## config.mk

```make
export PLATFORM = sky130hd
export DESIGN_NAME = aquila_data_router_flat
export DESIGN_NICKNAME = d
export VERILOG_FILES = /design/src/rtl/aquila_data_router_pkg.sv /design/src/rtl/aquila_data_router_if.sv /design/src/rtl/aquila_data_router_addr_region_decoder.sv /design/src/rtl/aquila_data_router.sv /design/src/flat_wrapper.sv
export SDC_FILE = /design/constraint.sdc
export NUM_CORES = 1
export LEC_CHECK = 0
export ABC_CLOCK_PERIOD_IN_PS = 2250
export CORE_AREA = 3 3 120 122
export CTS_BUF_LIST = sky130_fd_sc_hd__clkbuf_16
export DETAILED_ROUTE_END_ITERATION = 10
export DIE_AREA = 0 0 123 125
export GPL_TIMING_DRIVEN = 0
export PLACE_DENSITY_LB_ADDON = 0.15
export SLEW_MARGIN = 20
export SYNTH_ARGS = -nofsm -noshare
export SYNTH_HDL_FRONTEND = slang
export SYNTH_HIERARCHICAL = 1
export SYNTH_SLANG_ARGS = --single-unit
```

## constraint.sdc

```tcl
create_clock -name clk_i -period 2.25 [get_ports clk_i]
set_input_delay 0.675 -clock clk_i [delete_from_list [all_inputs] [get_ports clk_i]]
set_output_delay 0.675 -clock clk_i [all_outputs]
set_load 0.02 [all_outputs]
```

## src/rtl/aquila_data_router_pkg.sv

```systemverilog
// rtl/aquila_data_router_pkg.sv - state encodings and default memory map for the data-side router
package aquila_data_router_pkg;

  localparam int DEF_XLEN    = 32;
  localparam int DEF_NUM_TGT = 4;
  localparam int DEF_TIMEOUT = 1024;

  // Target i occupies slice i; index 0 is the TCM at the bottom of the map.
  localparam logic [DEF_NUM_TGT*DEF_XLEN-1:0] DEF_TGT_BASE =
    {32'hF000_0000, 32'hC000_0000, 32'h8000_0000, 32'h0000_0000};
  localparam logic [DEF_NUM_TGT*DEF_XLEN-1:0] DEF_TGT_MASK =
    {32'hF000_0000, 32'hF000_0000, 32'hC000_0000, 32'hF000_0000};

  typedef enum logic [1:0] {
    ST_IDLE = 2'd0,
    ST_WAIT = 2'd1,
    ST_ERR  = 2'd2
  } rtr_state_e;

  function automatic int idx_width(input int n);
    return (n > 1) ? $clog2(n) : 1;
  endfunction

endpackage

```

## src/rtl/aquila_data_router_if.sv

```systemverilog
// rtl/aquila_data_router_if.sv - core data port bundle between the Aquila core and the data router
interface aquila_data_router_if #(
  parameter int XLEN = 32
);
  logic              req_i;
  logic [XLEN-1:0]   addr_i;
  logic              rw_i;
  logic [XLEN/8-1:0] be_i;
  logic [XLEN-1:0]   wdata_i;
  logic [XLEN-1:0]   rdata_o;
  logic              ready_o;
  logic              err_o;

  modport master (
    output req_i, addr_i, rw_i, be_i, wdata_i,
    input  rdata_o, ready_o, err_o
  );

  modport slave (
    input  req_i, addr_i, rw_i, be_i, wdata_i,
    output rdata_o, ready_o, err_o
  );
endinterface

```

## src/rtl/aquila_data_router_addr_region_decoder.sv

```systemverilog
// rtl/aquila_data_router_addr_region_decoder.sv - combinational base/mask region decode with lowest-index priority
module aquila_data_router_addr_region_decoder
  import aquila_data_router_pkg::*;
#(
  parameter int                          XLEN     = DEF_XLEN,
  parameter int                          NUM_TGT  = DEF_NUM_TGT,
  parameter logic [NUM_TGT*XLEN-1:0]     TGT_BASE = DEF_TGT_BASE,
  parameter logic [NUM_TGT*XLEN-1:0]     TGT_MASK = DEF_TGT_MASK,
  localparam int                         IDX_W    = idx_width(NUM_TGT)
) (
  input  logic [XLEN-1:0]    addr_i,
  output logic [NUM_TGT-1:0] hit_o,
  output logic [IDX_W-1:0]   idx_o,
  output logic               any_hit_o
);

  always_comb begin
    hit_o = '0;
    for (int i = 0; i < NUM_TGT; i++) begin
      hit_o[i] = (addr_i & TGT_MASK[i*XLEN +: XLEN]) == TGT_BASE[i*XLEN +: XLEN];
    end
  end

  // Scan downwards so the lowest matching index is the last one written.
  always_comb begin
    idx_o = '0;
    for (int i = NUM_TGT - 1; i >= 0; i--) begin
      if (hit_o[i]) begin
        idx_o = IDX_W'(i);
      end
    end
  end

  assign any_hit_o = |hit_o;

endmodule

```

## src/rtl/aquila_data_router.sv

```systemverilog
// rtl/aquila_data_router.sv - data-side request router to NUM_TGT slaves; AQUILA_ROUTER_TIMEOUT_EN adds a hung-target timeout
module aquila_data_router
  import aquila_data_router_pkg::*;
#(
  parameter int                      XLEN     = DEF_XLEN,
  parameter int                      NUM_TGT  = DEF_NUM_TGT,
  parameter logic [NUM_TGT*XLEN-1:0] TGT_BASE = DEF_TGT_BASE,
  parameter logic [NUM_TGT*XLEN-1:0] TGT_MASK = DEF_TGT_MASK,
  parameter int                      TIMEOUT  = DEF_TIMEOUT
) (
  input  logic                      clk_i,
  input  logic                      rst_i,
  aquila_data_router_if.slave       core,
  output logic                      proto_err_o,
  output logic [NUM_TGT-1:0]        tgt_strobe_o,
  output logic [NUM_TGT-1:0]        tgt_rw_o,
  output logic [XLEN-1:0]           tgt_addr_o,
  output logic [XLEN/8-1:0]         tgt_be_o,
  output logic [XLEN-1:0]           tgt_wdata_o,
  input  logic [NUM_TGT*XLEN-1:0]   tgt_rdata_i,
  input  logic [NUM_TGT-1:0]        tgt_ready_i
);

  localparam int IDX_W = idx_width(NUM_TGT);

  if (NUM_TGT < 1 || NUM_TGT > 16) begin : g_bad_num_tgt
    $error("aquila_data_router: NUM_TGT must be in 1..16");
  end
  if (TIMEOUT < 2) begin : g_bad_timeout
    $error("aquila_data_router: TIMEOUT must be at least 2");
  end

  rtr_state_e         state_q, state_d;
  logic [IDX_W-1:0]   sel_q, sel_d;
  logic               proto_err_q, proto_err_d;

  logic [NUM_TGT-1:0] hit;
  logic [IDX_W-1:0]   hit_idx;
  logic               any_hit;

  logic [XLEN-1:0]    rdata;
  logic               ready;
  logic               err;

  logic [XLEN-1:0]    tgt_rdata_a [NUM_TGT];

`ifdef AQUILA_ROUTER_TIMEOUT_EN
  localparam int               TMR_W    = $clog2(TIMEOUT);
  localparam logic [TMR_W-1:0] TMR_LAST = TMR_W'(TIMEOUT - 1);
  logic [TMR_W-1:0]            timer_q, timer_d;
`endif

  aquila_data_router_addr_region_decoder #(
    .XLEN     (XLEN),
    .NUM_TGT  (NUM_TGT),
    .TGT_BASE (TGT_BASE),
    .TGT_MASK (TGT_MASK)
  ) u_decoder (
    .addr_i    (core.addr_i),
    .hit_o     (hit),
    .idx_o     (hit_idx),
    .any_hit_o (any_hit)
  );

  for (genvar g = 0; g < NUM_TGT; g++) begin : g_unpack
    assign tgt_rdata_a[g] = tgt_rdata_i[g*XLEN +: XLEN];
  end

  // Strobe is the isolated lowest hit bit, so it always agrees with hit_idx.
  assign tgt_strobe_o = (core.req_i && state_q == ST_IDLE) ? (hit & (~hit + NUM_TGT'(1))) : '0;
  assign tgt_rw_o     = {NUM_TGT{core.rw_i}} & tgt_strobe_o;
  assign tgt_addr_o   = core.addr_i;
  assign tgt_be_o     = core.be_i;
  assign tgt_wdata_o  = core.wdata_i;

  always_comb begin
    state_d     = state_q;
    sel_d       = sel_q;
    proto_err_d = proto_err_q;
    ready       = 1'b0;
    err         = 1'b0;
    rdata       = '0;
`ifdef AQUILA_ROUTER_TIMEOUT_EN
    timer_d     = timer_q;
`endif

    unique case (state_q)
      ST_IDLE: begin
        if (core.req_i) begin
          if (any_hit) begin
            sel_d   = hit_idx;
            state_d = ST_WAIT;
`ifdef AQUILA_ROUTER_TIMEOUT_EN
            timer_d = '0;
`endif
          end else begin
            state_d = ST_ERR;
          end
        end
      end
      ST_WAIT: begin
        ready = tgt_ready_i[sel_q];
        if (ready) begin
          rdata   = tgt_rdata_a[sel_q];
          state_d = ST_IDLE;
        end
`ifdef AQUILA_ROUTER_TIMEOUT_EN
        else if (timer_q == TMR_LAST) begin
          state_d = ST_ERR;
        end else begin
          timer_d = timer_q + TMR_W'(1);
        end
`endif
      end
      ST_ERR: begin
        ready   = 1'b1;
        err     = 1'b1;
        state_d = ST_IDLE;
      end
      default: begin
        state_d = ST_IDLE;
      end
    endcase

    if (core.req_i && state_q != ST_IDLE) begin
      proto_err_d = 1'b1;
    end
  end

  always_ff @(posedge clk_i or posedge rst_i) begin
    if (rst_i) begin
      state_q     <= ST_IDLE;
      sel_q       <= '0;
      proto_err_q <= 1'b0;
`ifdef AQUILA_ROUTER_TIMEOUT_EN
      timer_q     <= '0;
`endif
    end else begin
      state_q     <= state_d;
      sel_q       <= sel_d;
      proto_err_q <= proto_err_d;
`ifdef AQUILA_ROUTER_TIMEOUT_EN
      timer_q     <= timer_d;
`endif
    end
  end

  assign core.rdata_o = rdata;
  assign core.ready_o = ready;
  assign core.err_o   = err;
  assign proto_err_o  = proto_err_q;

endmodule

```

## src/flat_wrapper.sv

```systemverilog
// flat-port wrapper written by rule: the top's interface ports become plain ports
module aquila_data_router_flat import aquila_data_router_pkg::*;
#(
  parameter int                      XLEN     = DEF_XLEN,
  parameter int                      NUM_TGT  = DEF_NUM_TGT,
  parameter logic [NUM_TGT*XLEN-1:0] TGT_BASE = DEF_TGT_BASE,
  parameter logic [NUM_TGT*XLEN-1:0] TGT_MASK = DEF_TGT_MASK,
  parameter int                      TIMEOUT  = DEF_TIMEOUT
)
  (clk_i, rst_i, proto_err_o, tgt_strobe_o, tgt_rw_o, tgt_addr_o, tgt_be_o, tgt_wdata_o, tgt_rdata_i, tgt_ready_i, core_req_i, core_addr_i, core_rw_i, core_be_i, core_wdata_i, core_rdata_o, core_ready_o, core_err_o);
  aquila_data_router_if #(.XLEN(XLEN)) core_i ();
  input  logic clk_i;
  input  logic rst_i;
  output logic proto_err_o;
  output logic [NUM_TGT-1:0] tgt_strobe_o;
  output logic [NUM_TGT-1:0] tgt_rw_o;
  output logic [XLEN-1:0] tgt_addr_o;
  output logic [XLEN/8-1:0] tgt_be_o;
  output logic [XLEN-1:0] tgt_wdata_o;
  input  logic [NUM_TGT*XLEN-1:0] tgt_rdata_i;
  input  logic [NUM_TGT-1:0] tgt_ready_i;
  input wire logic [$bits(core_i.req_i)-1:0] core_req_i;
  input wire logic [$bits(core_i.addr_i)-1:0] core_addr_i;
  input wire logic [$bits(core_i.rw_i)-1:0] core_rw_i;
  input wire logic [$bits(core_i.be_i)-1:0] core_be_i;
  input wire logic [$bits(core_i.wdata_i)-1:0] core_wdata_i;
  output wire logic [$bits(core_i.rdata_o)-1:0] core_rdata_o;
  output wire logic [$bits(core_i.ready_o)-1:0] core_ready_o;
  output wire logic [$bits(core_i.err_o)-1:0] core_err_o;
  assign core_i.req_i = core_req_i;
  assign core_i.addr_i = core_addr_i;
  assign core_i.rw_i = core_rw_i;
  assign core_i.be_i = core_be_i;
  assign core_i.wdata_i = core_wdata_i;
  assign core_rdata_o = core_i.rdata_o;
  assign core_ready_o = core_i.ready_o;
  assign core_err_o = core_i.err_o;
  aquila_data_router #(.XLEN(XLEN), .NUM_TGT(NUM_TGT), .TGT_BASE(TGT_BASE), .TGT_MASK(TGT_MASK), .TIMEOUT(TIMEOUT)) u_core (.clk_i(clk_i), .rst_i(rst_i), .core(core_i), .proto_err_o(proto_err_o), .tgt_strobe_o(tgt_strobe_o), .tgt_rw_o(tgt_rw_o), .tgt_addr_o(tgt_addr_o), .tgt_be_o(tgt_be_o), .tgt_wdata_o(tgt_wdata_o), .tgt_rdata_i(tgt_rdata_i), .tgt_ready_i(tgt_ready_i));
endmodule
```

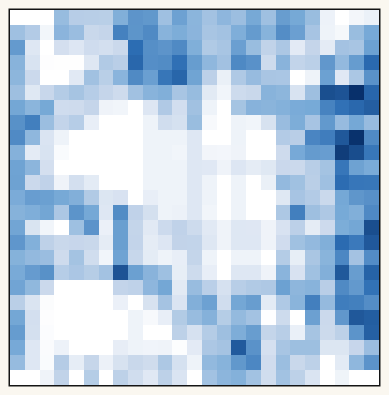
*Routed metal per tile, run 1*
(3 px per um) The die is cut into 25 by 25 equal tiles; white is low, dark blue is high, scaled to the fullest tile. Values are wire area over tile area, all layers added.
mean over tiles: 0.11
emptiest ninth of the die: middle
nearly empty tiles: 15%
fullest tile: 0.38
tiles over half the peak: 21%
DRT Wirelength: 10400 um
GRT Total Usage: 0.123
vias: 2590
DR WL/cell: 16.2 um

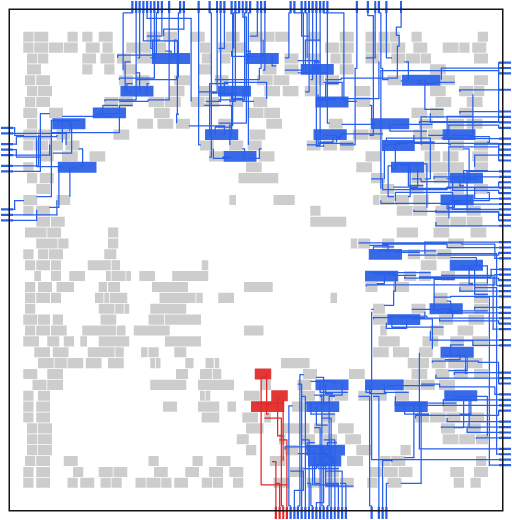
*I/O nets highlighted, run 1*
(4 px per um)
[blue] `tgt_rdata_i` | bits: 128 | direction: input | end cells: 32 | buffers: 128 | wire: 4090 um
[red] `tgt_ready_i` | bits: 4 | direction: input | end cells: 3 | buffers: 4 | wire: 146 um
port bufs: 250
io pins: 315

==> notes.md, run 1 <==
flow finished, numbers: first-pass GRT wire length around 15000 um, CTS tree done, Rows ~42, starting density of the core 0.160, Critical Path, Cell by Cell buf_6, mux4_2, buf_12, buf_6, a21oi_2, nor2b_1, buf_4, Yosys top cell by instances buf_4, CP peak stage delay ~0.53 ns, setup slack after placement -1.13 ns, WP buf/inv 4, cts-stage hold buffer count 0, Setup Viol. Count Final 39, non-clk buf share 0.631, inverters 5, worst min path class flip-flop to flip-flop, synth warn 6, switching pwr roughly 1.2 mW, failing checks setup timing, reg2reg setup slack roughly 0.84 ns, status finished with violations, Post-synth EDFFs 0, most frequent CP cell buf_6, Log Warnings 31, most common logic cells in the final layout clkdlybuf4s50_1 (188), buf_4 (77), buf_6 (46), internal power ~2 mW, Worst Setup EP core_ready_o, fin worst setup slack -0.337 ns, clock share of power 0.091, CTS Buf Count 3, unrepaired setup endpoints after global routing true
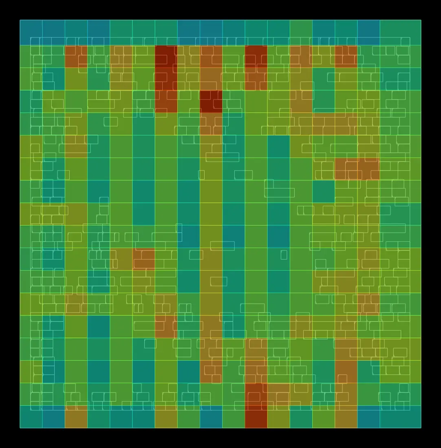
*Track usage over the die, run 1*
M1 GR Usage: 0.135
Global Route met2 Usage: 0.236
Layout Utilization: 0.404
Top Usage Layer GRT: met2
grt met3 use: 0.0343

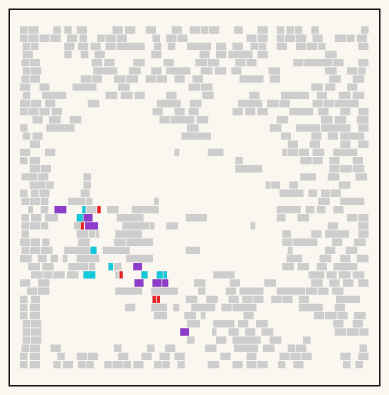
*Selected gate families, run 1*
(3 px per um)
[red] inverters | cells: 5
[purple] inverting AOI/OAI gates | cells: 8
[cyan] NAND gates | cells: 8

## Run 2: what changed since run 1
--- a/config.mk
+++ b/config.mk
@@ -11,7 +11,9 @@
 export DETAILED_ROUTE_END_ITERATION = 10
 export DIE_AREA = 0 0 123 125
 export GPL_TIMING_DRIVEN = 0
+export MAX_ROUTING_LAYER = met4
 export PLACE_DENSITY_LB_ADDON = 0.15
+export REMOVE_ABC_BUFFERS = 1
 export SLEW_MARGIN = 20
 export SYNTH_ARGS = -nofsm -noshare
 export SYNTH_HDL_FRONTEND = slang
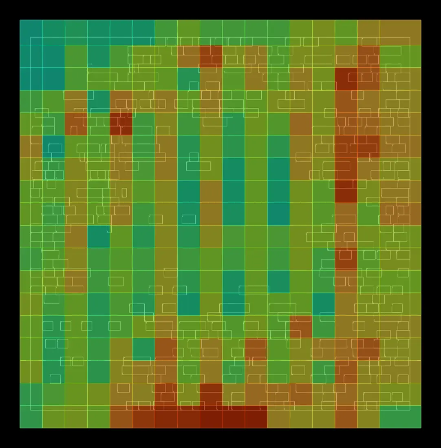
*Track usage over the die, run 2*
Layout Utilization: 0.319
Global Route met2 Usage: 0.361

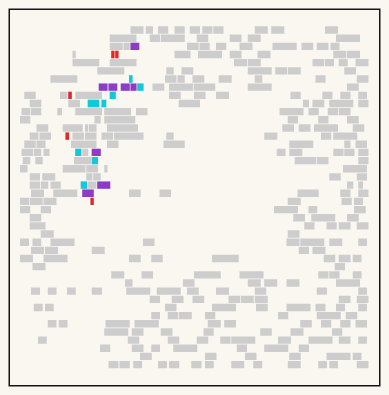
*Selected gate families, run 2*
(3 px per um)
[red] inverters | cells: 5 | where: top left
[cyan] NAND gates | cells: 8 | where: top left
[purple] inverting AOI/OAI gates | cells: 8 | where: top left

==> notes.md, run 2 <==
flow finished, numbers: status finished with violations (unchanged), failing checks setup timing (unchanged), Log Warnings 29 (was 31), CP peak stage delay 0.47 ns (was 0.53 ns), DR WL/cell 34.8 um (was 16.2 um), grt met3 use 0.200 (was 0.0343), antenna violations before repair 2 (was 1), DRT Wirelength 17600 um (was 10400 um), synth warn 6 (unchanged), worst min path class flip-flop to flip-flop (unchanged), Setup Viol. Count Final 38 (was 39), setup slack after placement -1.25 ns (was -1.13 ns), GRT Total Usage 0.217 (was 0.123), CTS clk-pin slew, worst paths 0.03 ns (about the same), Top Usage Layer GRT met2 (unchanged), clock share of power 0.099 (was 0.091), M1 GR Usage 0.186 (was 0.135), Routed Antenna Nets 0 (unchanged), reg2reg setup slack 0.63 ns (was 0.84 ns), fin worst setup slack -0.300 ns (was -0.337 ns), WP buf/inv 2 (was 4), internal power 1.76 mW (was 1.98 mW), first-pass GRT wire length 22000 um (was 15200 um), Post-synth EDFFs 0 (unchanged), cts-stage hold buffer count 0 (unchanged), Critical Path, Cell by Cell clkdlybuf4s50_1, mux4_2, and3_1, buf_6 (was buf_6, mux4_2, buf_12, buf_6, a21oi_2, nor2b_1, buf_4), switching pwr 1.15 mW (was 1.19 mW), starting density of the core 0.160 (unchanged), unrepaired setup endpoints after global routing true (unchanged), non-clk buf share 0.533 (was 0.631), Worst Setup EP core_rdata_o[30] (was core_ready_o), most common logic cells in the final layout clkdlybuf4s50_1 (58), buf_6 (46), dlymetal6s2s_1 (44) (was clkdlybuf4s50_1 (188), buf_4 (77), buf_6 (46)), DR WL met2 8610 um (was 5490 um), Yosys top cell by instances buf_4 (unchanged), port bufs 186 (was 250), io pins 315 (unchanged), CTS Buf Count 3 (unchanged), Rows 42 (unchanged)
## Run 3: what changed since run 2
--- a/config.mk
+++ b/config.mk
@@ -6,6 +6,7 @@
 export NUM_CORES = 1
 export LEC_CHECK = 0
 export ABC_CLOCK_PERIOD_IN_PS = 2250
+export CAP_MARGIN = 10
 export CORE_AREA = 3 3 120 122
 export CTS_BUF_LIST = sky130_fd_sc_hd__clkbuf_16
 export DETAILED_ROUTE_END_ITERATION = 10
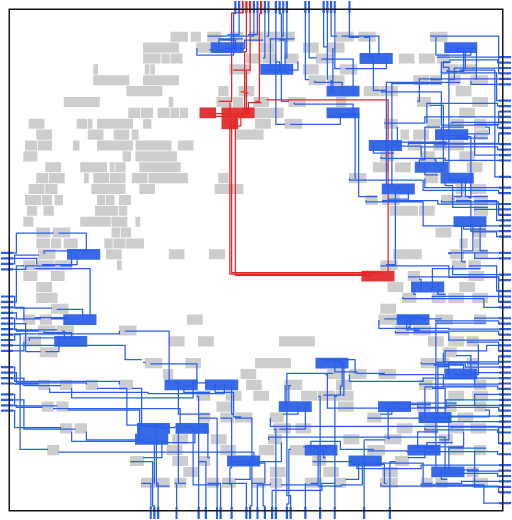
*I/O nets highlighted, run 3*
(4 px per um)
[blue] `tgt_rdata_i` | bits: 128 | direction: input | end cells: 32 | buffers: 128 | wire: 4370 um
[red] `tgt_ready_i` | bits: 4 | direction: input | end cells: 4 | buffers: 4 | wire: 442 um
port bufs: 186

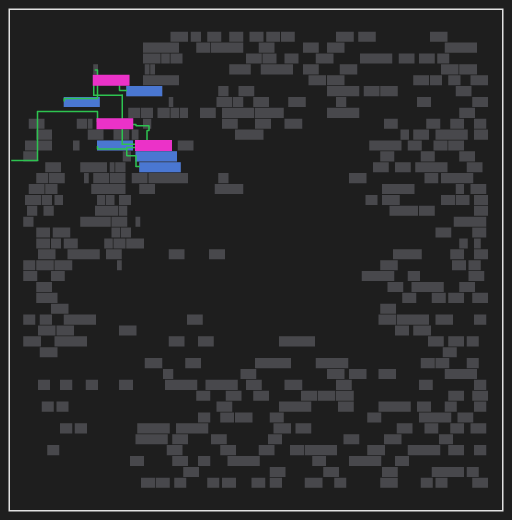
*Clock wires, drivers and flops, run 3*
(4 px per um)
[magenta] cells driving clock nets | count: 3
[blue] flip-flops | count: 5
[green] clock wires | length: 126 um
routed clock nets: 4
flops lie: top left

==> notes.md, run 3 <==
flow finished, numbers: status finished with violations (unchanged), failing checks setup timing (unchanged), vias 2272 (unchanged), Setup Viol. Count Final 38 (unchanged), Worst Setup EP core_rdata_o[30] (unchanged), Critical Path, Cell by Cell clkdlybuf4s50_1, mux4_2, and3_1, buf_6 (unchanged), fin worst setup slack -0.300 ns (unchanged), non-clk buf share 0.533 (unchanged), CP peak stage delay 0.47 ns (about the same), synth warn 6 (unchanged), internal power 1.76 mW (unchanged), Global Route met2 Usage 0.361 (unchanged), cts-stage hold buffer count 0 (unchanged), Log Warnings 29 (unchanged), antenna violations before repair 2 (unchanged), CTS Buf Count 3 (unchanged), switching pwr 1.15 mW (unchanged), CTS clk-pin slew, worst paths 0.03 ns (about the same), clock share of power 0.099 (about the same), reg2reg setup slack 0.63 ns (about the same), starting density of the core 0.160 (unchanged), first-pass GRT wire length 22000 um (unchanged), Post-synth EDFFs 0 (unchanged), Rows 42 (unchanged), DRT Wirelength 17600 um (unchanged), io pins 315 (unchanged), WP buf/inv 2 (unchanged), unrepaired setup endpoints after global routing true (unchanged)
Power figures rest on the tool's default switching activity, not on a simulated workload.
